==> config.mk <==
export PLATFORM = sky130hd
export DESIGN_NAME = store_unit_flat
export DESIGN_NICKNAME = d
export VERILOG_FILES = /design/src/rtl/store_unit_if.sv /design/src/rtl/store_unit.sv /design/src/flat_wrapper.sv
export SDC_FILE = /design/constraint.sdc
export NUM_CORES = 1
export LEC_CHECK = 0
export ABC_AREA = 1
export CAP_MARGIN = 20
export CORE_MARGIN = 8
export CORE_UTILIZATION = 52
export CTS_BUF_LIST = sky130_fd_sc_hd__clkbuf_2 sky130_fd_sc_hd__clkbuf_4 sky130_fd_sc_hd__clkbuf_8
export DETAILED_ROUTE_END_ITERATION = 8
export PLACE_DENSITY = 0.88
export SLEW_MARGIN = 10
export SYNTH_ARGS = -nofsm -noshare
export SYNTH_HDL_FRONTEND = slang
export SYNTH_SLANG_ARGS = --single-unit
==> constraint.sdc <==
create_clock -name clk -period 2.56 [get_ports clk]
set_clock_uncertainty 0.2 [all_clocks]
set_input_delay 0.256 -clock clk [delete_from_list [all_inputs] [get_ports clk]]
set_output_delay 0.256 -clock clk [all_outputs]
set_load 0.05 [all_outputs]
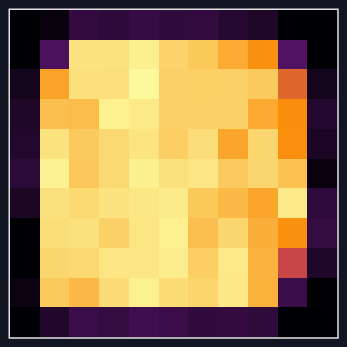
Fig. 1. Placement density heat map.
Drawn at 3 px/um. 11 x 11 tiles, from black (low) to pale yellow (high), 0 to 100% covered.
tiles over 75% full	63%
densest ninth of the die	center
mean over tiles	61%
nearly empty tiles	9.1%
fullest tile	99%
Util after Layout: 0.859
core area: 0.00855 mm2
fp_density: 0.527

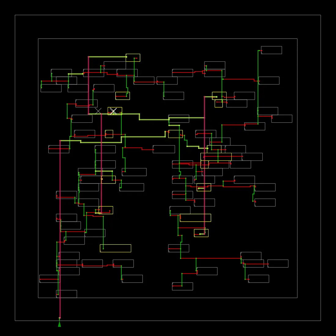
Fig. 2. Clock routing.
CTS Buf Count: 9
CLK BUF: 11
Worst-Skew Late Latency: 0.36 ns
TritonCTS Sinks: 71
Clk. pwr: 1.17 mW

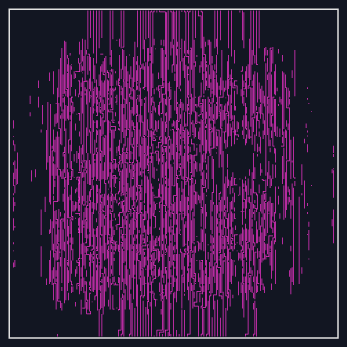
Fig. 3. Signal wires on met2.
Drawn at 3 px/um.
main direction	vertical
share of all routed wire	44%
final wirelength: 21.6 mm
GRT met2 Usage: 0.512
Vias: 6405

==> results.json <==
{
  "grt_setup_unrepaired": "yes",
  "n_all_buffers": 170,
  "worstSetupStartpointType": "register",
  "route.met3.wl_mm": 2.83,
  "top_area_frac": 0.315,
  "swShare": 0.377,
  "worst_slack_ns": -0.142,
  "maxPowerGroup": "combinational cells",
  "ys_chip_area_mm2": 0.00451,
  "setup_viol": 13,
  "seq-power_mw": 1.30,
  "cp-end-kind": "output pin",
  "slew_headroom": 0.467,
  "p_per_area_mw_per_mm2": 537,
  "logic_gates": 557,
  "grt_antenna_before_repair": 0,
  "xor_area_frac": 0.00972,
  "drc_errors": 5,
  "clock-root-buffer": "clkbuf_8",
  "cp_top_family": "buffers and inverters",
  "grt_overflow_total": 0,
  "io_pins": 143,
  "die_width_um": 109,
  "violations": "DRC, setup timing",
  "synthArstFlopShare": 0,
  "ys_sh_aoi": 0.236,
  "ff2ff_path_depth": 7,
  "top_cells_by_count": "154 x nor2_1, 127 x o21ai_0, 113 x nand2_1",
  "syn_area_per_cell_um2": 6.15,
  "wl_met2_mm": 9.48,
  "drtIter0Drc": 1117,
  "logic_area_mm2": 0.00297,
  "period_used_share": 1.06,
  "cts.clk_slew.worst_paths_ns": 0.08,
  "p_leak_nw": 2.72,
  "cts_resized": 18,
  "dr.pass1.iters": 9,
  "log.warning_count": 31,
  "yosysWarnings": 0,
  "critPathBufInv": 4,
  "clock.fmax_mhz": 370,
  "crit_slowest_cell": "clkinvlp_2",
  "hold_viol_final": 0,
  "yosysTopAreaCell": "dfxtp_1",
  "h-tree-depth": 3,
  "drt-met1-wl_mm": 7.26,
  "grt_first_pass_wirelength_mm": 29.5,
  "crit_fanout": 60,
  "cpPeakStageDelay_ns": 0.45,
  "maxCapViolCount": 0,
  "fillers": 408,
  "fin_cells": 986,
  "antenna_cells": 0,
  "arrival_ns": 2.25,
  "ys_sh_mux": 0.00888,
  "ys_seq_frac": 0.315,
  "most_common_cell": "nor2_1",
  "seqPwrFrac": 0.330,
  "drive_above_1_share": 0.235,
  "final_max_slew_viol_count": 0,
  "cts_hold_buf": 0,
  "rrSetupSlack_ns": 0.13,
  "yosys_cells": 733,
  "synthFlopType": "dfxtp_1",
  "finalInstanceArea_mm2": 0.00735,
  "numSynthFlops": 71,
  "top_logic_kind": "simple AND/OR/NAND/NOR gates",
  "post-place-ws_ns": 0.0978,
  "p_clk_frac": 0.295,
  "flop_area_mm2": 0.00144,
  "place_congestion": 0.967,
  "syn_area_mm2": 0.00451,
  "p_comb_frac": 0.374,
  "min_period_ns": 2.70,
  "sh_comb_area": 0.404,
  "postRouteAntennaNets": 0,
  "cp_num_cells": 8,
  "place_hpwl_mm": 12.2,
  "place_area_mm2": 0.00677,
  "grt_max_degree": 93,
  "flop-count": 71,
  "grt_usage": 0.314,
  "die_h_um": 109,
  "switching_power_mw": 1.49,
  "crit_chain": "buf_12 -> clkinvlp_2 -> buf_4 -> nand2_1 -> a21oi_2 -> nand2_1 -> o21ai_2 -> buf_12",
  "worstMarginPinSlew_ns": 0.800,
  "holdWs_ns": 0.121,
  "simple_gate_area_frac": 0.319,
  "tapCellCount": 108,
  "area_delta_synth_final_pct": 63.0,
  "port_buffers": 140,
  "vias_per_cell": 6.50,
  "worstPathRequired_ns": 2.10,
  "dp.cells": 955,
  "lay_top_cells": "140 x nor2_1, 113 x o21ai_0, 110 x nand2_1, 72 x clkdlybuf4s50_1",
  "wl_per_cell_um": 21.9,
  "grt_pass1_vias": 5755,
  "gr-max-usage-layer": "met2",
  "syn_inst": 733,
  "critPathKind": "reg -> out",
  "internal_power_mw": 2.46,
  "grt_use_met3": 0.0715,
  "std_cell_rows": 34,
  "top_cells_by_area": "dfxtp_1 32%, o21ai_0 14%, nor2_1 13%",
  "edf_count": 0,
  "whs_path_depth": 3,
  "synth_adder_area_share": 0.0139,
  "buffer_area_frac": 0.311,
  "nets": 949,
  "clock_area_frac": 0.0341,
  "post_cts_buffers": 2,
  "nonClockInverterCount": 64,
  "status": "finished, violations left",
  "grtUsageMet1": 0.361,
  "cts_buffer_depth": 2,
  "largestClassByArea": "combinational gates",
  "comb_power_mw": 1.48,
  "ir_drop_v": 0.000396,
  "dieArea_mm2": 0.0119,
  "lay_top_count": "nor2_1",
  "highest_layer": "met4",
  "finalPower_mw": 3.95,
  "synth_cell_types": 36,
  "cts_tree": "yes",
  "setup_tns_ns": -0.740,
  "seq_share": 0.196,
  "worstHoldPathType": "in -> reg"
}
Power figures rest on the tool's default switching activity, not on a simulated workload.
